## src/rtl/div_iter.sv

```systemverilog
// div_iter: iterative 32-bit RV32M divider (DIV, DIVU, REM, REMU).
// One restoring-division step per cycle using a 33-bit compare-subtract.
// Operation flow: IDLE -> PREP -> ITER (32 steps) -> FIN (done pulse) -> IDLE.
// Divide-by-zero and signed overflow bypass ITER and finish from PREP.
// Optional feature macro: DIV_SIGNED_EN. When it is defined, DIV/REM use signed
// operands, including magnitude conversion, sign fixup and the overflow case.
// When it is undefined, op[0] is ignored and every op is unsigned.
// All outputs are driven directly from flops.

module div_iter (
  input  logic        clk,
  input  logic        reset,
  input  logic        start,
  input  logic [1:0]  op,
  input  logic [31:0] dividend,
  input  logic [31:0] divisor,
  input  logic        flush,
  output logic        busy,
  output logic        done,
  output logic [31:0] result
);

  typedef enum logic [1:0] {
    S_IDLE = 2'd0,
    S_PREP = 2'd1,
    S_ITER = 2'd2,
    S_FIN  = 2'd3
  } state_e;

  // Two's complement negation, shared by magnitude conversion and sign fixup.
  function automatic logic [31:0] neg32(input logic [31:0] x);
    neg32 = (~x) + 32'd1;
  endfunction

  // Magnitude of a value that is signed only when is_signed is set.
  function automatic logic [31:0] mag32(input logic [31:0] x, input logic is_signed);
    if (is_signed && x[31]) begin
      mag32 = neg32(x);
    end else begin
      mag32 = x;
    end
  endfunction

  // Architectural state
  state_e      state_q,   state_d;
  logic        rem_sel_q, rem_sel_d;  // 1: return remainder, 0: quotient
  logic [31:0] a_q,       a_d;        // raw dividend captured at start
  logic [31:0] b_q,       b_d;        // raw divisor, then |divisor| during ITER
  logic [31:0] rem_q,     rem_d;      // partial remainder
  logic [31:0] quo_q,     quo_d;      // dividend bits shifting out, quotient bits shifting in
  logic [4:0]  cnt_q,     cnt_d;      // ITER step counter, 0..31
  logic        busy_q,    busy_d;
  logic        done_q,    done_d;
  logic [31:0] result_q,  result_d;

`ifdef DIV_SIGNED_EN
  logic        sgn_op_q,  sgn_op_d;   // op is DIV or REM
  logic        qneg_q,    qneg_d;     // quotient must be negated at FIN
  logic        rneg_q,    rneg_d;     // remainder must be negated at FIN
`else
  logic        op_unused_s;           // op[0] selects signedness only
  assign op_unused_s = op[0];
`endif

  // Datapath helpers
  logic [32:0] t_s;          // {rem, next dividend bit}
  logic [32:0] diff_s;       // t - {0, |divisor|}
  logic [31:0] step_rem_s;   // remainder after this step
  logic [31:0] step_quo_s;   // quotient register after this step
  logic [31:0] fin_quo_s;    // final quotient with sign applied
  logic [31:0] fin_rem_s;    // final remainder with sign applied
  logic [31:0] mag_a_s;      // |dividend| for the iteration
  logic [31:0] mag_b_s;      // |divisor| for the iteration
  logic        ovf_s;        // signed 0x80000000 / -1

  // One restoring step and the final sign fixup for the step that ends ITER.
  always_comb begin
    t_s        = {rem_q, quo_q[31]};
    diff_s     = t_s - {1'b0, b_q};
    if (diff_s[32] == 1'b0) begin
      step_rem_s = diff_s[31:0];
    end else begin
      step_rem_s = t_s[31:0];
    end
    step_quo_s = {quo_q[30:0], ~diff_s[32]};
`ifdef DIV_SIGNED_EN
    fin_quo_s  = qneg_q ? neg32(step_quo_s) : step_quo_s;
    fin_rem_s  = rneg_q ? neg32(step_rem_s) : step_rem_s;
`else
    fin_quo_s  = step_quo_s;
    fin_rem_s  = step_rem_s;
`endif
  end

  // Operand magnitudes and overflow detection used while in PREP.
  always_comb begin
`ifdef DIV_SIGNED_EN
    mag_a_s = mag32(a_q, sgn_op_q);
    mag_b_s = mag32(b_q, sgn_op_q);
    ovf_s   = sgn_op_q && (a_q == 32'h8000_0000) && (b_q == 32'hFFFF_FFFF);
`else
    mag_a_s = mag32(a_q, 1'b0);
    mag_b_s = mag32(b_q, 1'b0);
    ovf_s   = 1'b0;
`endif
  end

  // Next-state and next-output computation for the whole operation.
  always_comb begin
    state_d   = state_q;
    rem_sel_d = rem_sel_q;
    a_d       = a_q;
    b_d       = b_q;
    rem_d     = rem_q;
    quo_d     = quo_q;
    cnt_d     = cnt_q;
    busy_d    = busy_q;
    done_d    = 1'b0;
    result_d  = result_q;
`ifdef DIV_SIGNED_EN
    sgn_op_d  = sgn_op_q;
    qneg_d    = qneg_q;
    rneg_d    = rneg_q;
`endif

    if (flush) begin
      // Abort: back to IDLE without done; the result register keeps its value.
      state_d = S_IDLE;
      busy_d  = 1'b0;
    end else begin
      case (state_q)
        S_IDLE: begin
          if (start) begin
            state_d   = S_PREP;
            busy_d    = 1'b1;
            rem_sel_d = op[1];
            a_d       = dividend;
            b_d       = divisor;
`ifdef DIV_SIGNED_EN
            sgn_op_d  = ~op[0];
`endif
          end else begin
            state_d   = S_IDLE;
            busy_d    = 1'b0;
          end
        end

        S_PREP: begin
`ifdef DIV_SIGNED_EN
          qneg_d = sgn_op_q & (a_q[31] ^ b_q[31]);
          rneg_d = sgn_op_q & a_q[31];
`endif
          if (b_q == 32'd0) begin
            // Divide by zero: all-ones quotient, raw dividend as remainder.
            state_d  = S_FIN;
            done_d   = 1'b1;
            result_d = rem_sel_q ? a_q : 32'hFFFF_FFFF;
          end else if (ovf_s) begin
            // Signed overflow: quotient wraps to the dividend, remainder zero.
            state_d  = S_FIN;
            done_d   = 1'b1;
            result_d = rem_sel_q ? 32'd0 : 32'h8000_0000;
          end else begin
            state_d  = S_ITER;
            rem_d    = 32'd0;
            quo_d    = mag_a_s;
            b_d      = mag_b_s;
            cnt_d    = 5'd0;
          end
        end

        S_ITER: begin
          rem_d = step_rem_s;
          quo_d = step_quo_s;
          cnt_d = cnt_q + 5'd1;
          if (cnt_q == 5'd31) begin
            // Last step: the finished, sign-corrected value lands with done.
            state_d  = S_FIN;
            done_d   = 1'b1;
            result_d = rem_sel_q ? fin_rem_s : fin_quo_s;
          end else begin
            state_d  = S_ITER;
          end
        end

        S_FIN: begin
          // done was raised on entry; start is not sampled in this cycle.
          state_d = S_IDLE;
          busy_d  = 1'b0;
        end

        default: begin
          state_d = S_IDLE;
          busy_d  = 1'b0;
        end
      endcase
    end
  end

  // State and output registers with asynchronous active-high reset.
  always_ff @(posedge clk or posedge reset) begin
    if (reset) begin
      state_q   <= S_IDLE;
      rem_sel_q <= 1'b0;
      a_q       <= 32'd0;
      b_q       <= 32'd0;
      rem_q     <= 32'd0;
      quo_q     <= 32'd0;
      cnt_q     <= 5'd0;
      busy_q    <= 1'b0;
      done_q    <= 1'b0;
      result_q  <= 32'd0;
`ifdef DIV_SIGNED_EN
      sgn_op_q  <= 1'b0;
      qneg_q    <= 1'b0;
      rneg_q    <= 1'b0;
`endif
    end else begin
      state_q   <= state_d;
      rem_sel_q <= rem_sel_d;
      a_q       <= a_d;
      b_q       <= b_d;
      rem_q     <= rem_d;
      quo_q     <= quo_d;
      cnt_q     <= cnt_d;
      busy_q    <= busy_d;
      done_q    <= done_d;
      result_q  <= result_d;
`ifdef DIV_SIGNED_EN
      sgn_op_q  <= sgn_op_d;
      qneg_q    <= qneg_d;
      rneg_q    <= rneg_d;
`endif
    end
  end

  assign busy   = busy_q;
  assign done   = done_q;
  assign result = result_q;

endmodule

```

## config.mk

```make
export PLATFORM = sky130hd
export DESIGN_NAME = div_iter
export DESIGN_NICKNAME = d
export VERILOG_FILES = /design/src/rtl/div_iter.sv
export SDC_FILE = /design/constraint.sdc
export NUM_CORES = 1
export LEC_CHECK = 0
export CORE_MARGIN = 5
export CORE_UTILIZATION = 45
export DETAILED_ROUTE_END_ITERATION = 10
export PLACE_DENSITY = 0.68
export SETUP_SLACK_MARGIN = 0.5
export SYNTH_ARGS = -nofsm -noshare
export SYNTH_HDL_FRONTEND = slang
export SYNTH_SLANG_ARGS = --single-unit
export TNS_END_PERCENT = 5
```

## constraint.sdc

```tcl
create_clock -name clk -period 6.2 [get_ports clk]
set_input_delay 1.86 -clock clk [delete_from_list [all_inputs] [get_ports clk]]
set_output_delay 1.86 -clock clk [all_outputs]
set_load 0.05 [all_outputs]
```

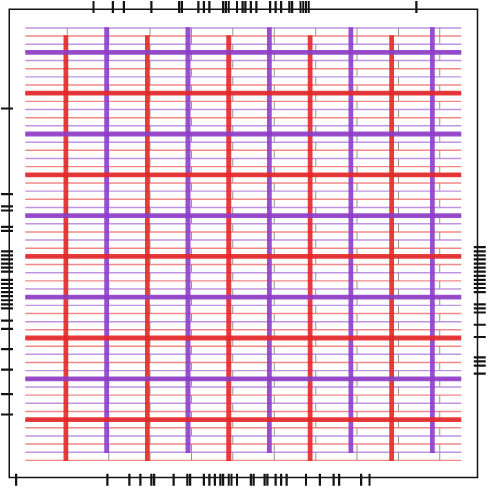
(power grid)
Scale: 3 px per um. Pins as bars on the die edge. Tap cells in gray.
VSS: drawn in red. VDD: drawn in purple.
275 tap cells. 54 met1 rails follow the rows. 10 straps on met4. The core has 53 rows.

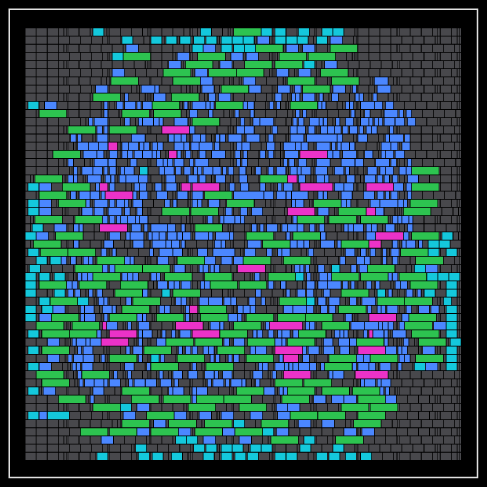
(cell classes on the final placement)
Scale: 3 px per um. Fill, decap, tap and diode cells in gray.
clock drivers and dummy loads: drawn in magenta, cells 31. remaining buffers and delay cells: drawn in cyan, cells 111. remaining logic cells: drawn in blue, cells 734. sequential cells: drawn in green, cells 170.
core area: 0.0210 sq mm
sequential share of cell area: 37.5%
fin util: 54.1%
Placement Rows: 53
final instance area: 0.0113 sq mm

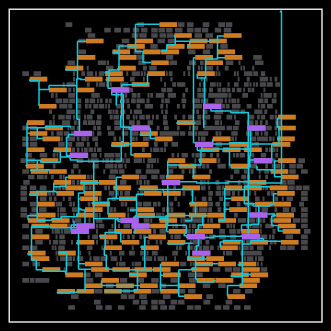
(routed clock nets over the placement)
Scale: 2 px per um.
flip-flops: drawn in orange, count 170. clock wires: drawn in cyan, length 2,240 um. clock-net drivers: drawn in purple, count 17.
There are 18 routed clock nets.
skew final: 0.0112 ns
Clock power frac: 23.6%
P_clk: 1.12 mW

==> impl_metrics.py <==
# Synthesis and PnR figures
metrics = {
    "critical_path": {
        "crit_chain": "clkdlybuf4s50_1 > or3b_2 > and2_2 > buf_4 > a222oi_1 > inv_1",
        "worstSetupPathType": "in2reg",
    },
    "logic_synthesis": {
        "syn_nets": 1069,
        "syn_area_sq_mm": 0.00954,
        "ys_sh_mux_pct": 10.6,
        "ys_sh_xor_pct": 2.48,
        "syn_area_per_cell_sq_um": 9.93,
        "yosys-stat-area_sq_mm": 0.00954,
        "yosys_warnings": 0,
        "synthCells": 960,
        "simple_gate_area_share_pct": 10.1,
        "ys.flops": 170,
        "synthDistinctLibCells": 72,
        "synthAoiAreaFrac_pct": 21.0,
        "top_area_share_pct": 44.6,
    },
    "detailed_routing": {
        "routed-via-count": 7651,
        "drcViolationCount": 0,
        "viasPerCell": 5.79,
        "wl_per_cell_um": 18.8,
    },
    "clock_network": {
        "htree_levels": 4,
        "cts_tree": "done",
        "clock-root-buffer": "clkbuf_16",
        "cts_setup_buffers": 0,
    },
    "floorplan": {
        "dieArea_sq_mm": 0.0242,
        "fp_util_pct": 45.5,
        "io_pins": 104,
    },
    "status": {
        "status": "finished clean",
    },
    "flow_run": {
        "drv_cap": 0,
        "warning_count": 32,
    },
    "finish": {
        "final_cell_mix": "dfrtp_1, clkdlybuf4s50_1, inv_1",
        "area_delta_synth_final_pct": 18.9,
        "drive_gt1_share_pct": 12.2,
    },
    "grt": {
        "gr-usage-all-layers_pct": 20.5,
        "grt_pass1_vias": 7411,
    },
    "sta": {
        "fin_crit_sh_pct": 68.1,
        "hold_viol_final": 0,
    },
    "placement": {
        "placed_area_sq_mm": 0.0107,
        "portBuffers": 102,
    },
}
Yosys cell counts, types with 3 or more instances:
cell type and number:
buf_2 7, a22o_1 3, a222oi_1 30, nor2b_1 6, o22ai_1 6, mux2i_1 28, a21oi_1 63, o21ai_0 26
o31ai_1 9, or2_2 4, xor2_1 7, a311oi_1 4, nor3_1 10, nand2_1 68, a31oi_1 14, clkbuf_1 42
ha_1 38, and3_1 7, nor2_1 63, o21a_1 4, o21bai_1 4, nand3_1 11, a21o_1 18, dfrtp_1 170
nand4_1 6, nand2b_1 3, o221ai_1 3, and2_1 6, a2bb2oi_1 19, xnor2_1 20, mux2_2 65, a32oi_1 5
nor4_1 10, inv_1 80, a211oi_1 4, and4_1 3, o21ai_1 51
registers in the layout, summed over array words and instances, names as in the netlist:
name	flops
state_q	2
busy	1
rem_q	32
done	1
cnt_q	5
quo_q	32
a_q	32
b_q	32
result	32
rem_sel_q	1
worst reg2reg max path: cells and delay by family, from the launching register on:
kind                       cells  cell delay [ns]
AOI/OAI and AO/OA              5             1.09
adders and majority gates      2             0.61
buffers and inverters          2             0.22
DFF                            1             0.37
muxes                          1             0.49
and+or+nand+nor                2             1.21
power breakdown:
part	internal, mW	switching (mW)
sequential	1.45	0.309
clock	0.651	0.468
combinational	0.751	1.11
total	2.85	1.89
final timing paths:
kind                                 from         end  slack (ns)  depth (start not counted)
worst max-delay path                flush   quo_q[20]        1.97                          6
max in group asynchronous           reset     a_q[25]        3.49                          3
worst max register to register  quo_q[31]  result[13]        2.05                         12
worst min register to register  quo_q[31]   quo_q[31]        0.49                          2
worst min-delay path            quo_q[31]   quo_q[31]        0.49                          2
min in group asynchronous           reset    quo_q[8]        2.00                          3
cell families after synthesis:
kind of cell             after synthesis
AND-OR/OR-AND                        287
XOR/XNOR                              27
adder cells (fa/ha/maj)               39
multiplexers                          93
AND/OR/NAND/NOR                      207
flip-flops                           170
buffers and inverters                137
cell type report:
cell class | instances | area (sq um) | area share, %
inverters | 81 | 308 | 2.72
clock inverters | 11 | 159 | 1.40
multi-input cells | 653 | 4720 | 41.7
flip-flops and latches | 170 | 4250 | 37.5
clock buffers | 20 | 447 | 3.94
repair buffers | 111 | 1100 | 9.71
well taps | 275 | 344 | 3.04
layer usage:
metal  part of all wire, %  track usage [%]  vias up
li1                      -                -     3652
met1                    45             28.3     3760
met2                    48             33.2      200
met3                   4.3             3.44       39
met4                   2.4             6.63        0
met5                     0                0        -
per-stage QoR:
step	hold slack, ns	total power, mW	instances	utilization (%)
after CTS	0.488	4.75	1321	54.1
after detailed placement	0.473	3.63	1290	51.2
final	0.486	4.73	1321	54.1
after floorplan	0.450	3.04	960	-
after global placement	0.471	3.59	1290	51.2
after global routing	0.532	5.00	1321	54.1
No activity file was given, so power comes from the tool's default toggle rates.
